Fig. 1: routed metal per tile
The bar under the picture is 20 microns long. 14 x 14 tiles, from dark purple (low) to yellow (high), scaled to the fullest tile. Values are wire area over tile area, all layers added.
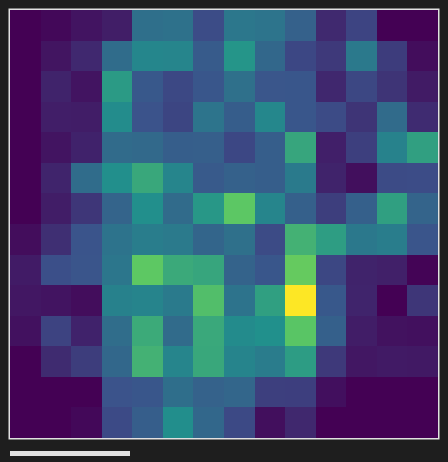
Fig. 2: M2 wires
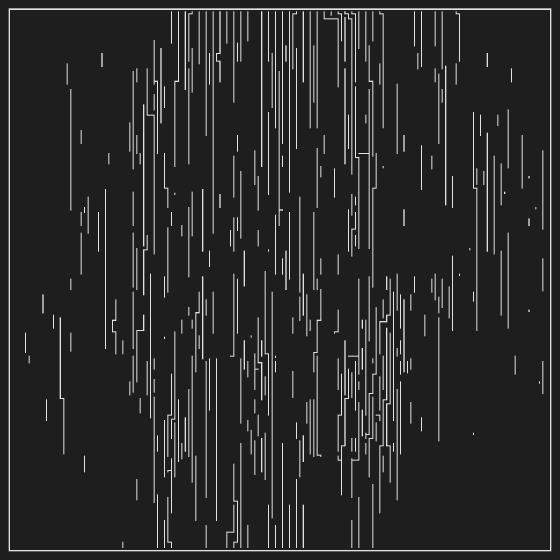
**config.mk**
```make
export PLATFORM = sky130hd
export DESIGN_NAME = instr_fetch_unit
export DESIGN_NICKNAME = d
export VERILOG_FILES = /design/src/rtl/instr_fetch_unit.sv
export SDC_FILE = /design/constraint.sdc
export NUM_CORES = 1
export LEC_CHECK = 0
export CAP_MARGIN = 20
export CORE_MARGIN = 1
export CORE_UTILIZATION = 39
export CTS_CLUSTER_SIZE = 24
export DETAILED_ROUTE_END_ITERATION = 10
export GPL_ROUTABILITY_DRIVEN = 1
export PLACE_DENSITY = 0.72
export SYNTH_ARGS = -nofsm -noshare
export SYNTH_HDL_FRONTEND = slang
export SYNTH_SLANG_ARGS = --single-unit
export TNS_END_PERCENT = 5
```
**constraint.sdc**
```tcl
create_clock -name clk -period 3.65 [get_ports clk]
set_input_delay 0.73 -clock clk [delete_from_list [all_inputs] [get_ports clk]]
set_output_delay 0.73 -clock clk [all_outputs]
set_load 0.1 [all_outputs]
```
**src/rtl/instr_fetch_unit.sv**
```systemverilog
// Instruction fetch stage: owns PC and IR, runs the req/ack handshake to
// instruction memory with a bounded wait, and exposes opcode fields from IR.
module instr_fetch_unit #(
    parameter int ADDR_W   = 8,
    parameter int DATA_W   = 16,
    parameter int RESET_PC = 0,
    parameter int TIMEOUT  = 15
) (
    input  logic              clk,
    input  logic              rst_n,
    input  logic              fetch_start,
    input  logic              pc_write,
    input  logic [ADDR_W-1:0] pc_load_val,
    output logic              imem_req,
    output logic [ADDR_W-1:0] imem_addr,
    input  logic [DATA_W-1:0] imem_rdata,
    input  logic              imem_ack,
    output logic [ADDR_W-1:0] pc,
    output logic [DATA_W-1:0] instr,
    output logic [3:0]        op_type,
    output logic              reg_imm,
    output logic              fetch_busy,
    output logic              fetch_done,
    output logic              fetch_err
);

    localparam int                CNT_W    = (TIMEOUT < 2) ? 1 : $clog2(TIMEOUT + 1);
    localparam logic [CNT_W-1:0]  TMO_LAST = CNT_W'(TIMEOUT - 1);
    localparam logic [ADDR_W-1:0] PC_RST   = ADDR_W'(RESET_PC);

    typedef enum logic [0:0] {
        IDLE = 1'b0,
        REQ  = 1'b1
    } state_t;

    state_t            state, state_nxt;
    logic [CNT_W-1:0]  tmo_cnt;
    logic              pend_vld;
    logic [ADDR_W-1:0] pend_pc;
    logic [ADDR_W-1:0] pc_p0;
    logic [ADDR_W-1:0] pc_nxt;
    logic [DATA_W-1:0] ir_p1;
    logic              done_p1;
    logic              err_p1;
    logic              ack_hit;
    logic              tmo_hit;
    logic              fetch_end;

    // Sequential PC advance; all-ones wraps to zero naturally.
    function automatic logic [ADDR_W-1:0] pc_inc(input logic [ADDR_W-1:0] a);
        return a + ADDR_W'(1);
    endfunction

    always_comb begin
        ack_hit   = 1'b0;
        tmo_hit   = 1'b0;
        state_nxt = state;
        case (state)
            IDLE: begin
                if (fetch_start) begin
                    state_nxt = REQ;
                end
            end
            REQ: begin
                // Ack wins over a timeout on the same edge.
                ack_hit = imem_ack;
                tmo_hit = !imem_ack && (tmo_cnt == TMO_LAST);
                if (ack_hit || tmo_hit) begin
                    state_nxt = IDLE;
                end
            end
            default: state_nxt = IDLE;
        endcase
    end

    assign fetch_end = ack_hit || tmo_hit;

    // A write landing on the completion edge is the latest, so it beats the pending one.
    always_comb begin
        pc_nxt = pc_p0;
        if (state == IDLE) begin
            if (pc_write) begin
                pc_nxt = pc_load_val;
            end
        end else if (fetch_end) begin
            if (pc_write) begin
                pc_nxt = pc_load_val;
            end else if (pend_vld) begin
                pc_nxt = pend_pc;
            end else if (ack_hit) begin
                pc_nxt = pc_inc(pc_p0);
            end
        end
    end

    // Stage boundary: state, PC, IR and completion pulses
    always_ff @(posedge clk or negedge rst_n) begin
        if (!rst_n) begin
            state    <= IDLE;
            tmo_cnt  <= '0;
            pend_vld <= 1'b0;
            pc_p0    <= PC_RST;
            ir_p1    <= '0;
            done_p1  <= 1'b0;
            err_p1   <= 1'b0;
        end else begin
            state   <= state_nxt;
            pc_p0   <= pc_nxt;
            done_p1 <= ack_hit;
            err_p1  <= tmo_hit;
            if (ack_hit) begin
                ir_p1 <= imem_rdata;
            end
            if (state != REQ || fetch_end) begin
                tmo_cnt <= '0;
            end else begin
                tmo_cnt <= tmo_cnt + CNT_W'(1);
            end
            if (state != REQ || fetch_end) begin
                pend_vld <= 1'b0;
            end else if (pc_write) begin
                pend_vld <= 1'b1;
            end
        end
    end

    // Branch target parked while a fetch is outstanding; qualified by pend_vld.
    always_ff @(posedge clk) begin
        if (state == REQ && pc_write) begin
            pend_pc <= pc_load_val;
        end
    end

    assign imem_req   = (state == REQ);
    assign fetch_busy = (state == REQ);
    assign imem_addr  = pc_p0;
    assign pc         = pc_p0;
    assign instr      = ir_p1;
    assign op_type    = ir_p1[DATA_W-1 -: 4];
    assign reg_imm    = ir_p1[DATA_W-5];
    assign fetch_done = done_p1;
    assign fetch_err  = err_p1;

endmodule

```
==> flow_summary.yaml <==
# physical design summary
worst_setup_path:
  cp.arrival_ns: 2.00
  slowest_delay_ns: 1.20
  path_cells: "clkdlybuf4s50_1"
  cp_max_fo: 8
  start_kind: "flop"
  crit_start: "imem_addr[0]"
  rr_startpoint: "pend_vld"
power:
  power_density_nw_per_um2: 829
  vdd_ir_drop_max_uv: 368
timing:
  setup_viol: 0
  rsz0062_at_grt: "false"
  fmax_mhz: 367
  maxSlewViolCount: 0
  worst_pin_slew_ns: 0.991
  hold_slack_ns: 0.500
  hold_viol_final: 0
  fin_crit_ns: 2.73
  slew_headroom_pct: 33.7
logic_synthesis:
  numSynthFlops: 40
  yosysTopAreaCell: "dfrtp_1"
  syn_area_sq_um: 1890
  fp_nets: 188
  async_flop_share_pct: 80.0
  ys_top_cells_by_count: "dfrtp_1, buf_4, mux2_2"
  topCellsByArea: "dfrtp_1, edfxtp_1, mux2_2"
  ys_types: 40
  synth-edff-count: 8
  ys.warnings.count: 0
  syn_avg_cell_area_sq_um: 12.1
  yosys.stat.chipArea_sq_um: 1890
  ys_seq_share_pct: 55.2
  ys.flop_type: "dfrtp_1"
  post-synth-top-count-cell: "dfrtp_1"
grt:
  grt_pass1_vias: 1334
  grt.overflow.total: 0
  grt_max_degree: 33
  antenna_found_initial: 0
detailed_routing:
  viasPerCell: 5.08
  drtAntennaViolNets: 0
clock_tree:
  worstSkewPairLatency_ns: 0.29
  cts.htree.levels: 2
  hold_buffers: 0
  cts-resized-gates: 0
  numCtsBuffers: 5
  root_buffer: "clkbuf_8"
  cts.sinks: 40
  clk_pin_slew_worst_paths_ns: 0.08
  cts_setup_buffers: 0
placement:
  io_buffers: 69
floorplanning:
  num_rows: 24
  dieArea_sq_um: 5120
  die_width_microns: 71.6
layout:
  fillCellCount: 399
  drive_gt1_share_pct: 12.1
  diodes: 0
  area_growth_syn_to_layout_pct: 37.1
worst_hold_path:
  min_from: "tmo_cnt[0]"
  hp-class: "flop to flop"
flow_run:
  maxCapViolations: 0
  warning_count: 27
outcome:
  status: "finished, final reports clean"
-- Fig. 1 (at the start) --
12% of the tiles are nearly empty. The fullest tile reaches 0.47. 12% of the tiles are over half the peak. The emptiest ninth of the die: bottom right. The mean over all tiles is 0.12.
DRT Wirelength: 4.02 mm
via count: 1352
WL per Instance: 15.1 microns
GRT Util Overall: 16.7%

-- Fig. 2 (at the start) --
The wires run mostly vertical. The longest straight run is 29.9 microns. 215 nets have wire on it.

[path summary, 6_finish.rpt]
path                                     end  slack (ns)  cells after the start
max in group asynchronous           instr[4]        2.49                      2
worst max register to register  imem_addr[7]        1.94                      4
worst max-delay path                   pc[0]        0.92                      1
worst min-delay path              tmo_cnt[0]        0.50                      1
worst min register to register    tmo_cnt[0]        0.50                      1
min in group asynchronous       imem_addr[0]        0.84                      2
[metal layers]
metal	track usage, %	vias up	part of all wire, %
li1	-	649	-
met1	21.1	660	42
met2	28.4	36	52
met3	3.09	7	4.6
met4	7.19	0	1.8
met5	0	-	0
[registers in the layout, indices dropped and copies added, names as in the netlist]
register / flops
pend_pc: 8
tmo_cnt: 4
fetch_done: 1
pend_vld: 1
fetch_busy: 1
imem_addr: 8
fetch_err: 1
instr: 16
[cells in the final DEF (no fill, tap or decap), drive strengths merged, types with 6 or more instances in the layout]
| cell type | n |
|---|---|
| inv | 6 |
| clkdlybuf4s50 | 69 |
| clkbuf | 7 |
| nand3 | 6 |
| dfrtp | 32 |
| o211ai | 6 |
| o21ai | 6 |
| mux2 | 16 |
| edfxtp | 8 |
| nand2 | 11 |
| nor2 | 10 |
[through the flow]
stage               area [sq um]  power [mW]  setup WS (ns)
floorplan                   1890        1.64           1.48
global placement            2510        1.88           1.15
detailed placement          2510        1.89           1.09
CTS                         2590        2.16          0.916
global route                2590        2.22          0.880
finish                      2590        2.14          0.923
[worst register-to-register path, delay by kind of cell (launching register included)]
kind           cells  cell delay, ns
AND-OR/OR-AND      4            0.93
flip-flops         1            0.72
[cell type report]
type	count	area [sq um]	area share [%]
Sequential cell	40	1040	40.2
Timing Repair Buffer	70	698	27.0
Inverter	6	22.5	0.870
Multi-Input combinational cell	91	684	26.5
Tap cell	52	65.1	2.51
Clock buffer	7	76.3	2.95
[cells by family (layout without fill, tap and decap cells)]
| group | Yosys count | after routing | synth area share, % |
|---|---|---|---|
| simple gates | 39 | 39 | 10.5 |
| flops | 40 | 40 | 55.2 |
| compound gates | 26 | 26 | 10.9 |
| xor+xnor | 5 | 5 | 2.32 |
| fa+ha+maj | 3 | 3 | 1.99 |
| mux | 18 | 18 | 10.6 |
| buf+inv | 25 | 83 | 8.55 |
[where the power goes]
| part | total, mW | leakage (nW) | switching, mW | internal [mW] |
|---|---|---|---|---|
| clock network | 0.274 | 0.0383 | 0.142 | 0.132 |
| logic | 1.26 | 0.520 | 0.962 | 0.294 |
| registers | 0.615 | 0.465 | 0.0782 | 0.537 |
| total | 2.14 | 1.02 | 1.18 | 0.962 |
No activity file was given, so power comes from the tool's default toggle rates.
